==> run_1/cell_density.png <==
10 x 10 tiles, from black (low) to pale yellow (high), 0 to 100% covered.
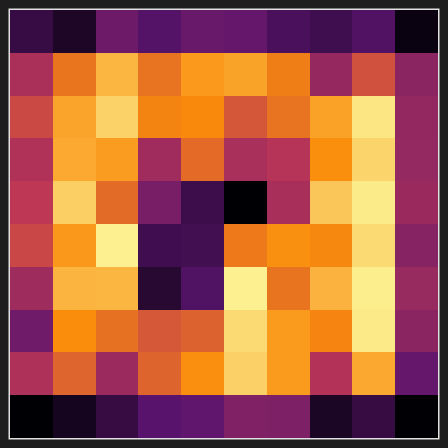
==> run_1/congestion.png <==
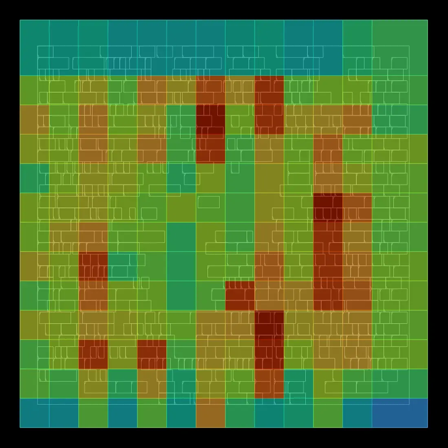
==> run_1/wires.png <==
Bar = 20 um. Only two layers are drawn.
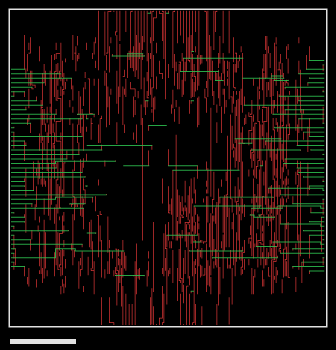
[config.mk]
export PLATFORM = sky130hd
export DESIGN_NAME = fsqrt_seq_flat
export DESIGN_NICKNAME = d
export VERILOG_FILES = /design/src/rtl/fsqrt_seq_if.sv /design/src/rtl/fsqrt_seq.sv /design/src/flat_wrapper.sv
export SDC_FILE = /design/constraint.sdc
export NUM_CORES = 1
export LEC_CHECK = 0
export CORE_MARGIN = 4
export CORE_UTILIZATION = 41
export CTS_CLUSTER_SIZE = 10
export DETAILED_ROUTE_END_ITERATION = 10
export GPL_TIMING_DRIVEN = 0
export PLACE_DENSITY = 0.87
export REMOVE_ABC_BUFFERS = 1
export SKIP_CTS_REPAIR_TIMING = 1
export SYNTH_ARGS = -nofsm -noshare
export SYNTH_HDL_FRONTEND = slang
export SYNTH_SLANG_ARGS = --single-unit
[constraint.sdc]
create_clock -name clk -period 2.35 [get_ports clk]
set_clock_uncertainty 0.1 [all_clocks]
set_input_delay 0.235 -clock clk [delete_from_list [all_inputs] [get_ports clk]]
set_output_delay 0.235 -clock clk [all_outputs]
set_load 0.01 [all_outputs]
[src/rtl/fsqrt_seq_if.sv]
// Request/unit/response bundle for the square-root sequencer.
// slave = sequencer side, master = requester + unit + consumer side.
interface fsqrt_seq_if #(
    parameter int TAG_W = 5
);
    logic             req_valid;
    logic             req_ready;
    logic [31:0]      req_x;
    logic [TAG_W-1:0] req_tag;

    logic             unit_start;
    logic [31:0]      unit_x;
    logic [31:0]      unit_y;
    logic             unit_valid;

    logic             rsp_valid;
    logic             rsp_ready;
    logic [31:0]      rsp_y;
    logic [TAG_W-1:0] rsp_tag;
    logic             rsp_err;

    modport slave (
        input  req_valid, req_x, req_tag, unit_y, unit_valid, rsp_ready,
        output req_ready, unit_start, unit_x, rsp_valid, rsp_y, rsp_tag, rsp_err
    );

    modport master (
        output req_valid, req_x, req_tag, unit_y, unit_valid, rsp_ready,
        input  req_ready, unit_start, unit_x, rsp_valid, rsp_y, rsp_tag, rsp_err
    );
endinterface

[src/rtl/fsqrt_seq.sv]
// Single-outstanding sqrt sequencer: specials answered in 1 cycle, unit results after start + unit latency + 1,
// abort with qNaN after TIMEOUT WAIT cycles; result held until rsp_ready, req_ready only while idle.
module fsqrt_seq #(
    parameter int TAG_W   = 5,
    parameter int TIMEOUT = 15
) (
    input  logic        clk,
    input  logic        rst,
    fsqrt_seq_if.slave  bus
);
    typedef enum logic [1:0] {IDLE, LAUNCH, WAIT, HOLD} state_t;

    localparam logic [31:0] QNAN  = 32'h7FC0_0000;
    localparam logic [31:0] P_INF = 32'h7F80_0000;
    localparam int          CNT_W = $clog2(TIMEOUT + 1);

    state_t           state;
    state_t           state_nxt;
    logic [CNT_W-1:0] wait_cnt;
    logic [31:0]      x_q;
    logic [31:0]      y_q;
    logic [TAG_W-1:0] tag_q;
    logic             err_q;

    logic             accept;
    logic             is_special;
    logic [31:0]      special_y;
    logic             timeout_hit;

    assign accept      = bus.req_valid && (state == IDLE);
    assign timeout_hit = (wait_cnt == CNT_W'(TIMEOUT - 1));

    // Operands whose root is fixed by IEEE rules never reach the unit.
    always_comb begin
        is_special = 1'b1;
        special_y  = QNAN;
        if (bus.req_x[30:23] == 8'hFF && bus.req_x[22:0] != 23'd0) begin
            special_y = QNAN;
        end else if (bus.req_x[30:0] == 31'd0) begin
            special_y = bus.req_x;
        end else if (bus.req_x[31]) begin
            special_y = QNAN;
        end else if (bus.req_x == P_INF) begin
            special_y = P_INF;
        end else begin
            is_special = 1'b0;
        end
    end

    always_ff @(posedge clk) begin
        if (rst) begin
            state <= IDLE;
        end else begin
            state <= state_nxt;
        end
    end

    always_comb begin
        state_nxt = state;
        case (state)
            IDLE:    if (accept) state_nxt = is_special ? HOLD : LAUNCH;
            LAUNCH:  state_nxt = WAIT;
            WAIT:    if (bus.unit_valid || timeout_hit) state_nxt = HOLD;
            HOLD:    if (bus.rsp_ready) state_nxt = IDLE;
            default: state_nxt = IDLE;
        endcase
    end

    always_comb begin
        bus.req_ready  = (state == IDLE);
        bus.unit_start = (state == LAUNCH);
        bus.rsp_valid  = (state == HOLD);
    end

    always_ff @(posedge clk) begin
        if (rst) begin
            wait_cnt <= '0;
            x_q      <= '0;
            y_q      <= '0;
            tag_q    <= '0;
            err_q    <= 1'b0;
        end else begin
            if (state == WAIT) begin
                wait_cnt <= wait_cnt + 1'b1;
            end else begin
                wait_cnt <= '0;
            end

            case (state)
                IDLE: begin
                    if (accept) begin
                        x_q   <= bus.req_x;
                        tag_q <= bus.req_tag;
                        if (is_special) begin
                            y_q   <= special_y;
                            err_q <= 1'b0;
                        end
                    end
                end
                WAIT: begin
                    // A result arriving in the last allowed cycle beats the abort.
                    if (bus.unit_valid) begin
                        y_q   <= bus.unit_y;
                        err_q <= 1'b0;
                    end else if (timeout_hit) begin
                        y_q   <= QNAN;
                        err_q <= 1'b1;
                    end
                end
                default: ;
            endcase
        end
    end

    assign bus.unit_x  = x_q;
    assign bus.rsp_y   = y_q;
    assign bus.rsp_tag = tag_q;
    assign bus.rsp_err = err_q;
endmodule
[src/flat_wrapper.sv]
// flat-port wrapper written by rule: the top's interface ports become plain ports
module fsqrt_seq_flat 
#(
    parameter int TAG_W   = 5,
    parameter int TIMEOUT = 15
)
  (clk, rst, bus_req_valid, bus_req_x, bus_req_tag, bus_unit_y, bus_unit_valid, bus_rsp_ready, bus_req_ready, bus_unit_start, bus_unit_x, bus_rsp_valid, bus_rsp_y, bus_rsp_tag, bus_rsp_err);
  fsqrt_seq_if #(.TAG_W(TAG_W)) bus_i ();
  input  logic clk;
  input  logic rst;
  input wire logic [$bits(bus_i.req_valid)-1:0] bus_req_valid;
  input wire logic [$bits(bus_i.req_x)-1:0] bus_req_x;
  input wire logic [$bits(bus_i.req_tag)-1:0] bus_req_tag;
  input wire logic [$bits(bus_i.unit_y)-1:0] bus_unit_y;
  input wire logic [$bits(bus_i.unit_valid)-1:0] bus_unit_valid;
  input wire logic [$bits(bus_i.rsp_ready)-1:0] bus_rsp_ready;
  output wire logic [$bits(bus_i.req_ready)-1:0] bus_req_ready;
  output wire logic [$bits(bus_i.unit_start)-1:0] bus_unit_start;
  output wire logic [$bits(bus_i.unit_x)-1:0] bus_unit_x;
  output wire logic [$bits(bus_i.rsp_valid)-1:0] bus_rsp_valid;
  output wire logic [$bits(bus_i.rsp_y)-1:0] bus_rsp_y;
  output wire logic [$bits(bus_i.rsp_tag)-1:0] bus_rsp_tag;
  output wire logic [$bits(bus_i.rsp_err)-1:0] bus_rsp_err;
  assign bus_i.req_valid = bus_req_valid;
  assign bus_i.req_x = bus_req_x;
  assign bus_i.req_tag = bus_req_tag;
  assign bus_i.unit_y = bus_unit_y;
  assign bus_i.unit_valid = bus_unit_valid;
  assign bus_i.rsp_ready = bus_rsp_ready;
  assign bus_req_ready = bus_i.req_ready;
  assign bus_unit_start = bus_i.unit_start;
  assign bus_unit_x = bus_i.unit_x;
  assign bus_rsp_valid = bus_i.rsp_valid;
  assign bus_rsp_y = bus_i.rsp_y;
  assign bus_rsp_tag = bus_i.rsp_tag;
  assign bus_rsp_err = bus_i.rsp_err;
  fsqrt_seq #(.TAG_W(TAG_W), .TIMEOUT(TIMEOUT)) u_core (.clk(clk), .rst(rst), .bus(bus_i));
endmodule
==> flow_metrics.env, run 1 <==
# yosys + openroad results
export IMPL_path_class="primary input to flop"
export IMPL_tap_cells=99
export IMPL_p_leak_nw=1.79
export IMPL_worstPathCellList="clkdlybuf4s50_1, nor4_2, nand4_4, o311a_4, or3_4, a21oi_2"
export IMPL_first_iter_violations=132
export IMPL_rows=31
export IMPL_comb_cells=274
export IMPL_power_w=0.00498
export IMPL_worstPathRequired_ns=2.52
export IMPL_numPortBuffers=146
export IMPL_cp_start_kind="primary input"
export IMPL_vias_per_cell=5.39
export IMPL_antenna_cells=0
export IMPL_crit_path_end_kind="flop"
export IMPL_nonClkBufAreaFrac=0.315
export IMPL_worstPathMaxFanout=32
export IMPL_worstSkewPairLatency_ns=0.33
export IMPL_ys_sh_xor=0.00553
export IMPL_wl_met1_um=3990
export IMPL_tightestPinTransition_ns=0.709
export IMPL_wl_um=10100
export IMPL_grt_ovfl_total=0
export IMPL_die_y_um=95.9
export IMPL_post_route_drc_count=0
export IMPL_r2r_end="u_core.bus.rsp_y[20]"
export IMPL_logic_area_sq_um=1570
export IMPL_track_usage=0.192
export IMPL_postSynthSeqShare=0.481
export IMPL_ys_cells=384
export IMPL_synth_top_cell_by_count="nand2_1"
export IMPL_reg2regPathDepth=6
export IMPL_drv_slew=0
export IMPL_n_all_buffers=156
export IMPL_cp_startpoint="bus_req_x[11]"
export IMPL_ant_nets=0
export IMPL_grt_pass1_wl_um=14100
export IMPL_max_cap_viol_count=0
export IMPL_synth_logic_top_family="simple AND/OR/NAND/NOR gates"
export IMPL_final_cell_count_no_fill=625
export IMPL_num_nets_final=601
export IMPL_async_flop_share=0
export IMPL_area_growth_pct=59.5
export IMPL_common_cells="79 x nand2_1, 76 x dfxtp_1, 62 x a21oi_1, 34 x o21ai_0, 24 x nand4_1"
export IMPL_routabilityCongestion=0.723
export IMPL_drive_above_1_share=0.0951
export IMPL_initCoreUtil=0.430
export IMPL_lay_top_cells="145 x clkdlybuf4s50_1, 77 x nand2_1, 76 x dfxtp_1"
export IMPL_grt_max_degree=48
export IMPL_n_all_inverters=4
export IMPL_arrival_ns=2.45
export IMPL_hold_start="rst"
export IMPL_area_leaders="dfxtp_1 48%, a21oi_1 9.8%, nand2_1 9.4%, o21ai_0 5.4%, nand4_1 4.7%"
export IMPL_dr_pass1_iters=4
export IMPL_ys_sh_mux=0.00316
export IMPL_routed_wl_met2_um=4770
export IMPL_outcome="finished, final reports clean"
export IMPL_hold_viol_final=0
export IMPL_io_pins=147
export IMPL_wl_met3_um=1160
export IMPL_holdPathEnd="u_core.state[1]"
export IMPL_cts_tree="built"
export IMPL_fmax_mhz=438
export IMPL_r2r_start="u_core.state[0]"
export IMPL_top_cell_area_share=0.481
export IMPL_clockRootBuffer="clkbuf_8"
export IMPL_adder_share=0.0237
export IMPL_critPathCapture="u_core.state[1]"
Back to the opening pictures, cell_density.png:
3.0% of the tiles are nearly empty. The fullest tile reaches 97%. The mean over all tiles is 54%.

Back to the opening pictures, congestion.png:
met1 Usage GRT: 0.226
global routing usage on met3: 0.0813
routing usage on met2: 0.314
Post-Route Utilization: 0.685
Top Usage Layer GRT: met2

Back to the opening pictures, wires.png:
Red shows metal 2, wire length 4770 um. Green shows metal 3, wire length 1160 um.

[run 1: stage by stage]
stage | instance area [sq um] | setup slack [ns] | TNS [ns] | hold slack [ns]
global placement | 4610 | -1.10 | -60.82 | 0.341
CTS | 4880 | -0.408 | -9.91 | 0.278
finish | 5050 | 0.0686 | 0 | 0.296
global route | 5050 | 0.00258 | 0 | 0.308
floorplan | 3020 | -0.110 | -3.12 | 0.197
detailed placement | 4640 | -0.673 | -18.96 | 0.346
[run 1: report_power, final]
group          internal (W)  total (W)  leakage [nW]  switching [W]
registers           0.00150    0.00161         0.620       0.000110
clock network      0.000682    0.00115         0.122       0.000465
logic               0.00102    0.00221          1.05        0.00119
==> run 1 -> run 2 <==
--- a/config.mk
+++ b/config.mk
@@ -7,8 +7,10 @@
 export LEC_CHECK = 0
 export CORE_MARGIN = 4
 export CORE_UTILIZATION = 41
+export CTS_CLUSTER_DIAMETER = 100
 export CTS_CLUSTER_SIZE = 10
 export DETAILED_ROUTE_END_ITERATION = 10
+export GPL_ROUTABILITY_DRIVEN = 0
 export GPL_TIMING_DRIVEN = 0
 export PLACE_DENSITY = 0.87
 export REMOVE_ABC_BUFFERS = 1
==> run_2/placement_by_type.png <==
Bar = 20 um. Fill, decap, tap and diode cells in gray.
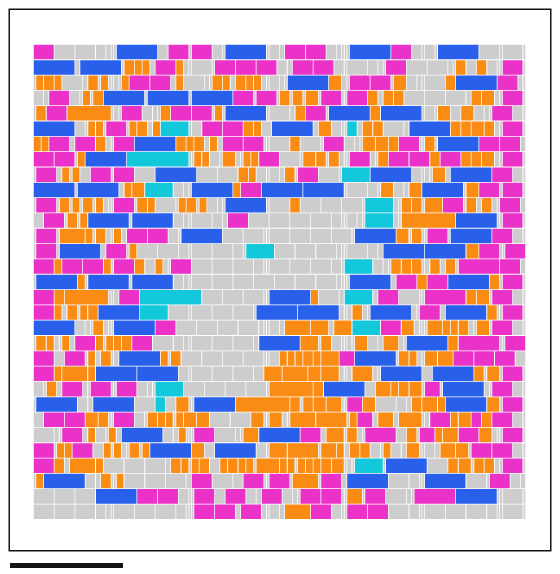
Cyan shows clock drivers and dummy loads, cells 16, share of their area 4.8%. Blue shows flops, cells 76, share of their area 31%. Magenta shows other buffers and delay cells, cells 156, share of their area 32%. Orange shows combinational and other logic, cells 278, share of their area 32%.

==> run 2 against run 1 <==
Effect of this change: core utilization did not move; global-route usage is the same; clock power about the same; fmax unchanged; final cell count stayed put; critical path type unchanged; largest power group unchanged.
==> flow_metrics.env, run 2 <==
# yosys + openroad results
export IMPL_drive_above_1_share=0.0951
export IMPL_stdcell_area_sq_um=5050
export IMPL_ys_sh_mux=0.00316
export IMPL_post_route_drc_count=0
export IMPL_adder_share=0.0237
export IMPL_final_cell_count_no_fill=625
export IMPL_final_util=0.685
export IMPL_ant_nets=0
export IMPL_tightestPinTransition_ns=0.709
export IMPL_common_cells="79 x nand2_1, 76 x dfxtp_1, 62 x a21oi_1, 34 x o21ai_0, 24 x nand4_1"
export IMPL_synth_logic_top_family="simple AND/OR/NAND/NOR gates"
export IMPL_dpl_cell_area_sq_um=4640
export IMPL_wl_um=10100
export IMPL_top_cell_area_share=0.481
export IMPL_outcome="finished, final reports clean"
export IMPL_die_y_um=95.9
export IMPL_area_growth_pct=59.5
export IMPL_wl_met1_um=3990
export IMPL_top_area_cell="dfxtp_1"
export IMPL_io_pins=147
export IMPL_ys_cells=384
export IMPL_p_sw_w=0.00177
export IMPL_use_met2=0.314
export IMPL_routed_wl_met2_um=4770
export IMPL_use_met1=0.226
export IMPL_clockRootBuffer="clkbuf_8"
export IMPL_area_leaders="dfxtp_1 48%, a21oi_1 9.8%, nand2_1 9.4%, o21ai_0 5.4%, nand4_1 4.7%"
export IMPL_logic_area_sq_um=1570
export IMPL_grtUsageMet3=0.0813
export IMPL_htreeDepth=3
export IMPL_synth_top_cell_by_count="nand2_1"
export IMPL_power_density_nw_per_um2=985
export IMPL_antenna_cells=0
export IMPL_tns_ns=0
export IMPL_async_flop_share=0
export IMPL_swShare=0.355
export IMPL_pg_seq_w=0.00161
export IMPL_vias_per_cell=5.39
export IMPL_initCoreUtil=0.430
export IMPL_ys_sh_xor=0.00553
export IMPL_p_int_w=0.00321
export IMPL_lay_top_count="clkdlybuf4s50_1"
export IMPL_reg2regPathDepth=6
export IMPL_pre_cts_ws_ns=-0.673
export IMPL_cts_tree="built"
export IMPL_p_comb_w=0.00221
export IMPL_numPortBuffers=146
export IMPL_cp_start_kind="primary input"
export IMPL_path_class="primary input to flop"
export IMPL_max_cap_viol_count=0
export IMPL_p_seq_frac=0.324
export IMPL_p_leak_nw=1.79
export IMPL_fmax_mhz=438
export IMPL_arrival_ns=2.45
export IMPL_lay_top_cells="145 x clkdlybuf4s50_1, 77 x nand2_1, 76 x dfxtp_1"
export IMPL_routed_top_layer="met4"
export IMPL_postSynthSeqShare=0.481
export IMPL_crit_path_end_kind="flop"
export IMPL_hold_viol_final=0
export IMPL_grt_busiest_layer="met2"
export IMPL_num_nets_final=601
export IMPL_wl_met3_um=1160
export IMPL_grt_pass1_wl_um=14100
export IMPL_power_group_top="combinational logic"
export IMPL_clockPowerShare=0.231
export IMPL_grt_ovfl_total=0
export IMPL_timing_hold_ws_ns=0.296
export IMPL_worstPathMaxFanout=32
export IMPL_first_iter_violations=132
export IMPL_p_clk_w=0.00115
export IMPL_setup_ws_ns=0.0686
export IMPL_aoi_share=0.201
export IMPL_rows=31
export IMPL_p_comb_frac=0.445
export IMPL_grt_max_degree=48
export IMPL_worstPathRequired_ns=2.52
export IMPL_worstSkewPairLatency_ns=0.33
export IMPL_dr_pass1_iters=4
export IMPL_power_w=0.00498
==> run_2/congestion.png <==
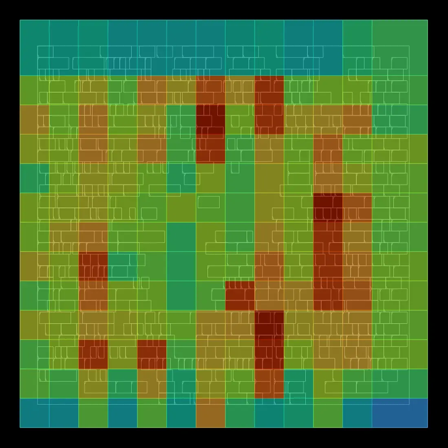
per-cell routed wire length: 16.2 um
Tot GR Track Use: 0.192

[run 2: cell counts after synthesis]
Identical to the previous run, type by type.
[run 2: final timing paths]
path	startpoint	to
worst max register to register	u_core.state[0]	u_core.bus.rsp_y[20]
worst max-delay path	bus_req_x[11]	u_core.state[1]
worst min-delay path	rst	u_core.state[1]
worst min register to register	u_core.bus.unit_x[9]	u_core.bus.unit_x[9]
[run 2: area by class of cell]
type | instances | area share
flip-flops and latches | 76 | 0.301
multi-input cells | 274 | 0.310
repair buffers | 156 | 0.315
well taps | 99 | 0.0245
clock inverters | 4 | 0.0139
inverters | 4 | 0.00297
clock buffers | 12 | 0.0327
[run 2: worst max-delay path: stages]
cell             delay (ns)
clkdlybuf4s50_1        0.45
nor4_2                 0.40
nand4_4                0.25
o311a_4                0.55
or3_4                  0.43
a21oi_2                0.13
Power and IR drop assume default switching activity.
